`src/rtl/photon_pulse_counter.sv`:
```
// Gated photon pulse counter: counts synchronized rising edges of ex_pulse per gate
// and converts each gate total to packed BCD with a one-shift-per-cycle double-dabble FSM.

module photon_bcd_adj3 (
    input  logic [3:0] d_i,
    output logic [3:0] d_o
);
    assign d_o = (d_i >= 4'd5) ? d_i + 4'd3 : d_i;
endmodule

module photon_pulse_counter #(
    parameter int GATE_CYCLES = 20_000_000,
    parameter int CNT_W       = 24,
    parameter int DIGITS      = 8
) (
    input  logic                clk,
    input  logic                rst,
    input  logic                ex_pulse,
    input  logic                en,
    output logic                gate_tick,
    output logic [CNT_W-1:0]    count_bin,
    output logic                overflow,
    output logic [4*DIGITS-1:0] bcd,
    output logic                valid
);
    localparam int GCW = $clog2(GATE_CYCLES);
    localparam int DW  = 4 * DIGITS;
    localparam int SCW = $clog2(CNT_W + 1);
    localparam logic [GCW-1:0] GATE_LAST = GCW'(GATE_CYCLES - 1);

    typedef enum logic [1:0] {ST_IDLE, ST_LOAD, ST_SHIFT, ST_DONE} bcd_state_e;

    logic [2:0]       sync_q, sync_d;
    logic             pulse_edge;
    logic             tick;
    logic [GCW-1:0]   gate_cnt_q, gate_cnt_d;
    logic [CNT_W-1:0] acc_q, acc_d, acc_next;
    logic             sat_q, sat_d, sat_next;
    logic [CNT_W-1:0] count_bin_q, count_bin_d;
    logic             overflow_q, overflow_d;

    bcd_state_e       state_q;
    logic [CNT_W-1:0] bin_sr_q;
    logic [DW-1:0]    scratch_q, scratch_adj, scratch_shl;
    logic [SCW-1:0]   shift_cnt_q;
    logic [DW-1:0]    bcd_q;
    logic             valid_q;
    logic             unused_adj_msb;

    // sync_q[1] is the second synchronizer stage; sync_q[2] is its delayed copy.
    assign pulse_edge = sync_q[1] & ~sync_q[2];
    assign tick       = en & (gate_cnt_q == GATE_LAST);

    // An edge arriving while already at full scale is the one that marks the gate saturated.
    assign acc_next = (pulse_edge && !(&acc_q)) ? acc_q + CNT_W'(1) : acc_q;
    assign sat_next = sat_q | (pulse_edge & (&acc_q));

    always_comb begin
        sync_d      = {sync_q[1:0], ex_pulse};
        gate_cnt_d  = gate_cnt_q;
        acc_d       = acc_q;
        sat_d       = sat_q;
        count_bin_d = count_bin_q;
        overflow_d  = overflow_q;
        if (!en) begin
            gate_cnt_d = '0;
            acc_d      = '0;
            sat_d      = 1'b0;
        end else if (tick) begin
            gate_cnt_d  = '0;
            acc_d       = '0;
            sat_d       = 1'b0;
            count_bin_d = acc_next;
            overflow_d  = sat_next;
        end else begin
            gate_cnt_d = gate_cnt_q + GCW'(1);
            acc_d      = acc_next;
            sat_d      = sat_next;
        end
    end

    always_ff @(posedge clk or posedge rst) begin
        if (rst) begin
            sync_q      <= '0;
            gate_cnt_q  <= '0;
            acc_q       <= '0;
            sat_q       <= 1'b0;
            count_bin_q <= '0;
            overflow_q  <= 1'b0;
        end else begin
            sync_q      <= sync_d;
            gate_cnt_q  <= gate_cnt_d;
            acc_q       <= acc_d;
            sat_q       <= sat_d;
            count_bin_q <= count_bin_d;
            overflow_q  <= overflow_d;
        end
    end

    genvar g;
    generate
        for (g = 0; g < DIGITS; g++) begin : g_adj
            photon_bcd_adj3 u_adj (
                .d_i (scratch_q[4*g +: 4]),
                .d_o (scratch_adj[4*g +: 4])
            );
        end
    endgenerate

    // The digit-count constraint keeps the top adjusted bit clear, so dropping it is safe.
    assign scratch_shl    = {scratch_adj[DW-2:0], bin_sr_q[CNT_W-1]};
    assign unused_adj_msb = scratch_adj[DW-1];

    always_ff @(posedge clk or posedge rst) begin
        if (rst) begin
            state_q     <= ST_IDLE;
            bin_sr_q    <= '0;
            scratch_q   <= '0;
            shift_cnt_q <= '0;
            bcd_q       <= '0;
            valid_q     <= 1'b0;
        end else begin
            valid_q <= 1'b0;
            case (state_q)
                ST_IDLE: begin
                    if (tick) state_q <= ST_LOAD;
                end
                ST_LOAD: begin
                    bin_sr_q    <= count_bin_q;
                    scratch_q   <= '0;
                    shift_cnt_q <= SCW'(CNT_W);
                    state_q     <= ST_SHIFT;
                end
                ST_SHIFT: begin
                    scratch_q   <= scratch_shl;
                    bin_sr_q    <= {bin_sr_q[CNT_W-2:0], 1'b0};
                    shift_cnt_q <= shift_cnt_q - SCW'(1);
                    // Publish on the last shift so bcd/valid are visible during DONE.
                    if (shift_cnt_q == SCW'(1)) begin
                        bcd_q   <= scratch_shl;
                        valid_q <= 1'b1;
                        state_q <= ST_DONE;
                    end
                end
                ST_DONE: begin
                    state_q <= ST_IDLE;
                end
                default: state_q <= ST_IDLE;
            endcase
        end
    end

    assign gate_tick = tick;
    assign count_bin = count_bin_q;
    assign overflow  = overflow_q;
    assign bcd       = bcd_q;
    assign valid     = valid_q;

endmodule

```
`config.mk`:
```
export PLATFORM = sky130hd
export DESIGN_NAME = photon_pulse_counter
export DESIGN_NICKNAME = d
export VERILOG_FILES = /design/src/rtl/photon_pulse_counter.sv
export SDC_FILE = /design/constraint.sdc
export NUM_CORES = 1
export LEC_CHECK = 0
export CORE_UTILIZATION = 63
export DETAILED_ROUTE_END_ITERATION = 10
export HOLD_SLACK_MARGIN = 0.1
export PLACE_DENSITY_LB_ADDON = 0.1
export SLEW_MARGIN = 30
export SYNTH_ARGS = -nofsm -noshare
export SYNTH_HDL_FRONTEND = slang
export SYNTH_HIERARCHICAL = 1
export SYNTH_SLANG_ARGS = --single-unit
```
`constraint.sdc`:
```
create_clock -name clk -period 17.4 [get_ports clk]
set_input_delay 3.48 -clock clk [delete_from_list [all_inputs] [get_ports clk]]
set_output_delay 3.48 -clock clk [all_outputs]
set_load 0.03 [all_outputs]
```
Placed cells, one colour a class:
Bar = 20 microns. Fill, decap, tap and diode cells in grey.
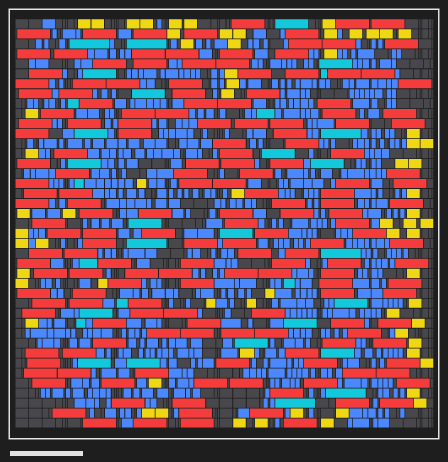
red -> sequential cells  # cells 174, share of their area 46%
blue -> remaining logic cells  # cells 696, share of their area 40%
yellow -> remaining buffers and delay cells  # cells 68, share of their area 7.0%
cyan -> clock drivers and dummy loads  # cells 32, share of their area 7.4%
sequential share of cell area: 44.68%
finished layout cell area: 9744 sq um
# rows: 41
end-of-flow core utilization: 76.59%
core area: 12720 sq um

The metal 4 layer:
Bar = 20 microns. Supply wires on this layer in grey. Cells faint in the background.
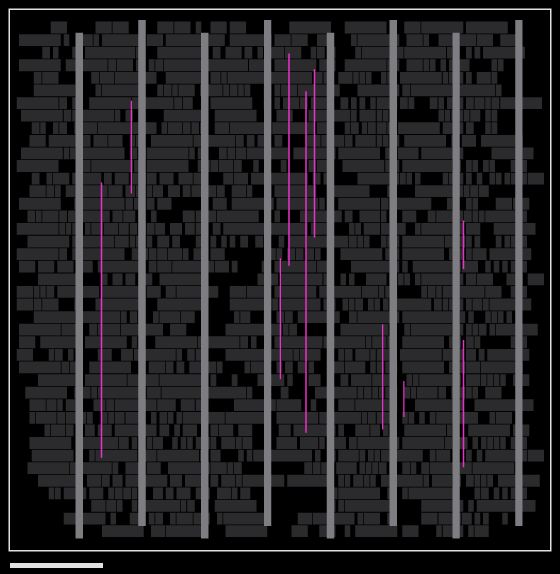
wire length on this layer = 327 microns
main direction = vertical
longest straight run = 73.4 microns
Vias: 6331
final WL: 17160 microns

Met1 routing:
Supply wires on this layer in grey.
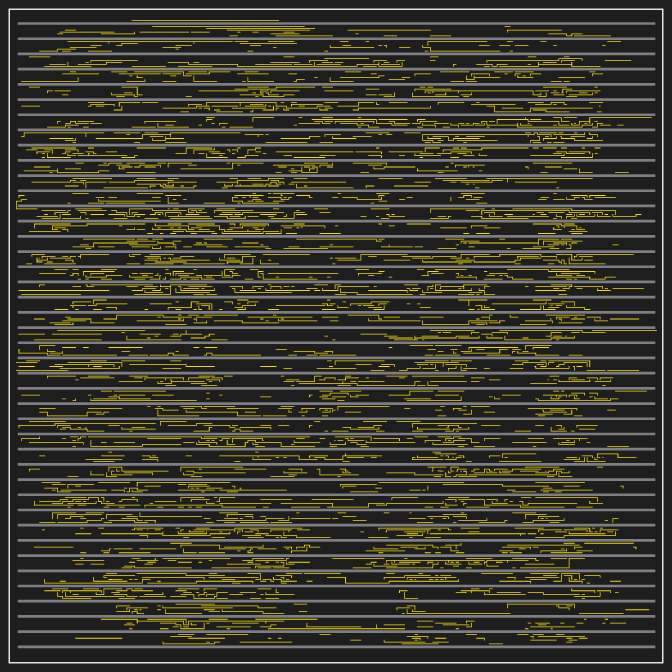
longest straight run = 29.4 microns
share of all routed wire = 43%
met1 usage: 33.57%

Cell density map:
The die is cut into 12 by 12 equal tiles; white is low, dark blue is high, 0 to 100% covered.
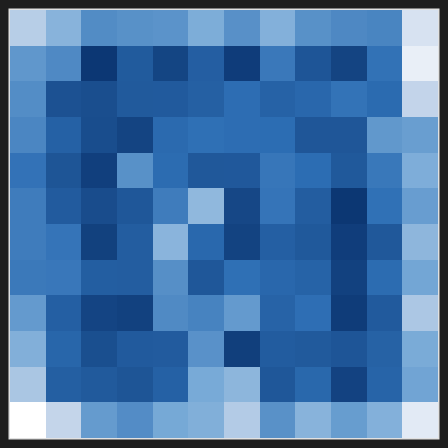
tiles over 75% full = 52%
fullest tile = 97%
mean over tiles = 70%
nearly empty tiles = 0.70%
Initial Util: 65.11%

==> results.py <==
# Auto-generated metrics
metrics = {
    "layout": {
        "drive_above_1_share_pct": 5.876,
        "nClkBuffers": 19,
        "signal_buffers": 68,
        "nFlopsAndLatches": 174,
    },
    "grt": {
        "grt_start_max_net_pins": 96,
        "gr-total-overflow": 0,
    },
    "run_status": {
        "status": "completed",
    },
    "critical_path": {
        "cp_slowest_stage_delay_ns": 0.68,
        "r2r_setup_slack_ns": 14.02,
        "crit_start": "en",
    },
    "timing": {
        "worst_slew_pin_slew_ns": 0.8886,
        "fmax_ghz": 0.1102,
        "postLayoutSetupSlackWorst_ns": 8.329,
        "final.setup.tns_ns": 0,
    },
    "detailed_routing": {
        "wl_met1_microns": 7419,
        "drt-vias-per-instance": 5.544,
        "wl_met3_microns": 668,
    },
    "power_and_ir_drop": {
        "ir_drop_v": 0.00006809,
        "powerComb_mw": 0.0140,
    },
    "die": {
        "ios": 63,
    },
    "cts": {
        "h-tree-depth": 4,
    },
}
